==> src/rtl/id_ex_issue_register.sv <==
// ID/EX issue register: operand forwarding, load-use stall and bubble insertion.
// Define HAZARD_COUNT_EN to add the saturating stallCount output.
module id_ex_issue_register #(
    parameter int unsigned DATA_W = 32,
    parameter int unsigned REG_AW = 5
) (
    input  logic              clk,
    input  logic              rst_n,
    input  logic              hold,
    input  logic              flush,
    input  logic              idValid,
    input  logic [DATA_W-1:0] idPcPlus4,
    input  logic [DATA_W-1:0] idRsData,
    input  logic [DATA_W-1:0] idRtData,
    input  logic [DATA_W-1:0] idImmediate,
    input  logic [REG_AW-1:0] idRsAddr,
    input  logic [REG_AW-1:0] idRtAddr,
    input  logic [REG_AW-1:0] idDestAddr,
    input  logic [3:0]        idAluOperation,
    input  logic              idShift,
    input  logic              idAluImm,
    input  logic              idUsesRs,
    input  logic              idUsesRt,
    input  logic              idIsLoad,
    input  logic              idRegWrite,
    input  logic              idLink,
    input  logic [DATA_W-1:0] exAluResult,
    input  logic              exmemRegWrite,
    input  logic [REG_AW-1:0] exmemDest,
    input  logic [DATA_W-1:0] exmemValue,
    input  logic              memwbRegWrite,
    input  logic [REG_AW-1:0] memwbDest,
    input  logic [DATA_W-1:0] memwbValue,
    output logic              idStall,
    output logic              exValid,
    output logic              exRegWrite,
    output logic              exIsLoad,
    output logic [REG_AW-1:0] exDest,
    output logic [DATA_W-1:0] registerRsOrPc_4,
    output logic [DATA_W-1:0] registerRtOrZero,
    output logic [DATA_W-1:0] immediate,
    output logic [DATA_W-1:0] shiftAmount,
    output logic [3:0]        aluOperation,
    output logic              whileShiftAluInput_A_UseShamt,
    output logic              aluInput_B_UseRtOrImmeidate
`ifdef HAZARD_COUNT_EN
    ,
    output logic [31:0]       stallCount
`endif
);

    logic              loadUse;
    logic              exCanForward;
    logic              loadBubble;
    logic [DATA_W-1:0] rsForwarded;
    logic [DATA_W-1:0] rtForwarded;
    logic [DATA_W-1:0] operandA;
    logic [DATA_W-1:0] operandB;
    logic [DATA_W-1:0] shamtNext;

    always_comb begin
        loadUse = exValid & exIsLoad & exRegWrite & (exDest != '0) & idValid &
                  ((idUsesRs & (idRsAddr == exDest)) | (idUsesRt & (idRtAddr == exDest)));
    end

    assign idStall = hold | (loadUse & ~flush);

    // A load in EX has no result yet; its consumer is stalled instead of forwarded.
    assign exCanForward = exValid & exRegWrite & ~exIsLoad;

    always_comb begin
        rsForwarded = idRsData;
        if (idRsAddr != '0) begin
            if (exCanForward && (exDest == idRsAddr)) begin
                rsForwarded = exAluResult;
            end else if (exmemRegWrite && (exmemDest == idRsAddr)) begin
                rsForwarded = exmemValue;
            end else if (memwbRegWrite && (memwbDest == idRsAddr)) begin
                rsForwarded = memwbValue;
            end
        end
    end

    always_comb begin
        rtForwarded = idRtData;
        if (idRtAddr != '0) begin
            if (exCanForward && (exDest == idRtAddr)) begin
                rtForwarded = exAluResult;
            end else if (exmemRegWrite && (exmemDest == idRtAddr)) begin
                rtForwarded = exmemValue;
            end else if (memwbRegWrite && (memwbDest == idRtAddr)) begin
                rtForwarded = memwbValue;
            end
        end
    end

    assign operandA   = idLink ? idPcPlus4 : rsForwarded;
    assign operandB   = idLink ? '0 : rtForwarded;
    assign shamtNext  = {{(DATA_W - 5){1'b0}}, idImmediate[10:6]};
    assign loadBubble = flush | loadUse | ~idValid;

    always_ff @(posedge clk or negedge rst_n) begin
        if (!rst_n) begin
            exValid                       <= 1'b0;
            exRegWrite                    <= 1'b0;
            exIsLoad                      <= 1'b0;
            exDest                        <= '0;
            registerRsOrPc_4              <= '0;
            registerRtOrZero              <= '0;
            immediate                     <= '0;
            shiftAmount                   <= '0;
            aluOperation                  <= '0;
            whileShiftAluInput_A_UseShamt <= 1'b0;
            aluInput_B_UseRtOrImmeidate   <= 1'b0;
        end else if (!hold) begin
            if (loadBubble) begin
                exValid                       <= 1'b0;
                exRegWrite                    <= 1'b0;
                exIsLoad                      <= 1'b0;
                exDest                        <= '0;
                registerRsOrPc_4              <= '0;
                registerRtOrZero              <= '0;
                immediate                     <= '0;
                shiftAmount                   <= '0;
                aluOperation                  <= '0;
                whileShiftAluInput_A_UseShamt <= 1'b0;
                aluInput_B_UseRtOrImmeidate   <= 1'b0;
            end else begin
                exValid                       <= 1'b1;
                exRegWrite                    <= idRegWrite;
                exIsLoad                      <= idIsLoad;
                exDest                        <= idDestAddr;
                registerRsOrPc_4              <= operandA;
                registerRtOrZero              <= operandB;
                immediate                     <= idImmediate;
                shiftAmount                   <= shamtNext;
                aluOperation                  <= idAluOperation;
                whileShiftAluInput_A_UseShamt <= idShift;
                aluInput_B_UseRtOrImmeidate   <= idAluImm;
            end
        end
    end

`ifdef HAZARD_COUNT_EN
    always_ff @(posedge clk or negedge rst_n) begin
        if (!rst_n) begin
            stallCount <= '0;
        end else if (loadUse && !hold && !flush && (stallCount != 32'hFFFF_FFFF)) begin
            stallCount <= stallCount + 32'd1;
        end
    end
`endif

endmodule

==> config.mk <==
export PLATFORM = sky130hd
export DESIGN_NAME = id_ex_issue_register
export DESIGN_NICKNAME = d
export VERILOG_FILES = /design/src/rtl/id_ex_issue_register.sv
export SDC_FILE = /design/constraint.sdc
export NUM_CORES = 1
export LEC_CHECK = 0
export CAP_MARGIN = 5
export CORE_AREA = 2 2 157 159
export DETAILED_ROUTE_END_ITERATION = 6
export DIE_AREA = 0 0 159 161
export GPL_ROUTABILITY_DRIVEN = 0
export PLACE_DENSITY = 0.74
export SYNTH_ARGS = -nofsm -noshare
export SYNTH_HDL_FRONTEND = slang
export SYNTH_SLANG_ARGS = --single-unit
==> constraint.sdc <==
create_clock -name clk -period 7.14 [get_ports clk]
set_input_delay 1.071 -clock clk [delete_from_list [all_inputs] [get_ports clk]]
set_output_delay 1.071 -clock clk [all_outputs]
set_load 0.03 [all_outputs]
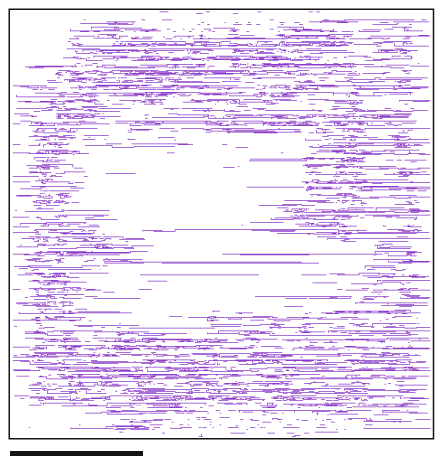
(metal 1)
The bar under the picture is 50 um long.
share of all routed wire: 39%
longest straight run: 64.4 um
nets with wire on the layer: 1296
grt met1 use: 0.331
total number of vias: 9086
wire length reported by the detailed router: 35.8 mm

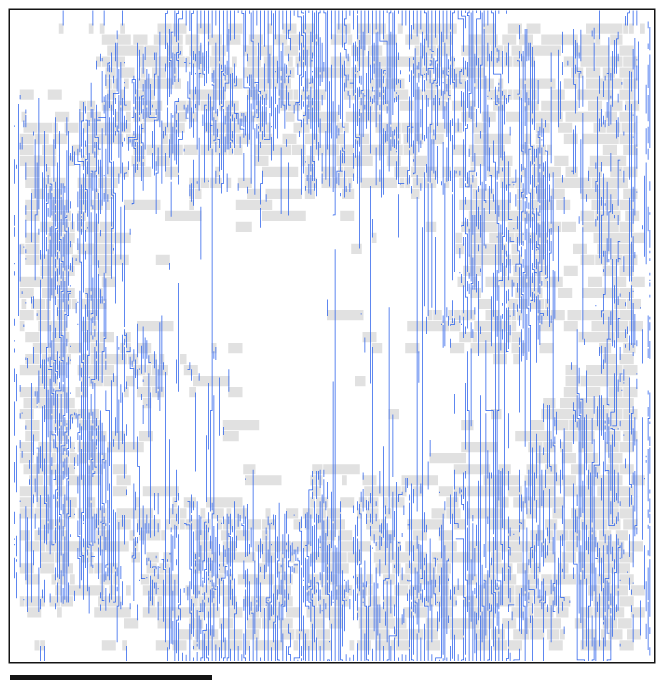
(M2 wires)
The bar under the picture is 50 um long.
main direction: vertical
nets with wire on the layer: 1312
global routing met2 resource utilization: 0.455

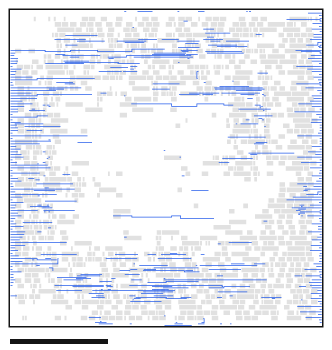
(metal 3)
The bar under the picture is 50 um long.
nets with wire on the layer: 296
main direction: horizontal
share of all routed wire: 9.0%
global routing usage on met3: 0.0562

sequential cells by signal (all words and copies together) (netlist names):
register and flops:
aluOperation 4, exRegWrite 1, exIsLoad 1, aluInput_B_UseRtOrImmeidate 1, exValid 1, registerRsOrPc_4 32
exDest 5, whileShiftAluInput_A_UseShamt 1, registerRtOrZero 32, immediate 32
cell families (layout without fill, tap and decap cells):
group / Yosys count / count (layout) / synth area share
and+or+nand+nor: 319 / 319 / 0.185
AOI/OAI and AO/OA: 306 / 306 / 0.301
buffers and inverters: 122 / 408 / 0.0807
DFF: 110 / 110 / 0.356
muxes: 33 / 33 / 0.0428
xor gates and xnor gates: 30 / 30 / 0.0340
other: 1 / 28 / 0.000486
==> flow_metrics.py <==
# Auto-generated metrics
metrics = {
    "timing": {
        "finalSetupTns_ns": 0,
    },
    "layout": {
        "buffers_excl_clock": 393,
        "layout.area.comb_sq_mm": 0.00453,
        "syn_to_final_growth_pct": 53.9,
        "flip_flops": 110,
    },
    "setup_path": {
        "startpoint_type": "input pin",
        "critical_path.cell_chain": "clkdlybuf4s50_1 -> xor2_1 -> or4_1 -> or3_1 -> o21a_1 -> o21bai_1 -> clkdlybuf4s50_1",
        "worst-setup-path-type": "in -> out",
        "end_kind": "output port",
        "crit_fanout": 5,
        "timing.critical_path.max_delay_family": "buffers and inverters",
    },
    "placed_design": {
        "dpl.cell_count": 1542,
    },
    "route": {
        "postRouteAntennaNets": 0,
        "drtIter0Drc": 847,
        "maxUsedRoutingLayer": "met5",
        "drt-met1-wl_mm": 14.1,
    },
    "die": {
        "die_x_um": 159,
        "tapcell.inserted": 324,
        "die-area_sq_mm": 0.0256,
        "core_sq_mm": 0.0240,
    },
    "synthesis": {
        "numSynthFlops": 110,
        "synth_top_cell_by_area": "sky130_fd_sc_hd__dfrtp_1",
    },
    "power_and_ir_drop": {
        "pwr_density_cell_mw_per_mm2": 148,
        "comb_power_share": 0.308,
        "power.combinational.total_w": 0.000543,
    },
    "clock_tree": {
        "clockBufferDepth": 2,
        "clkTransAtPathRegs_ns": 0.08,
    },
    "status": {
        "outcome": "finished clean",
    },
}
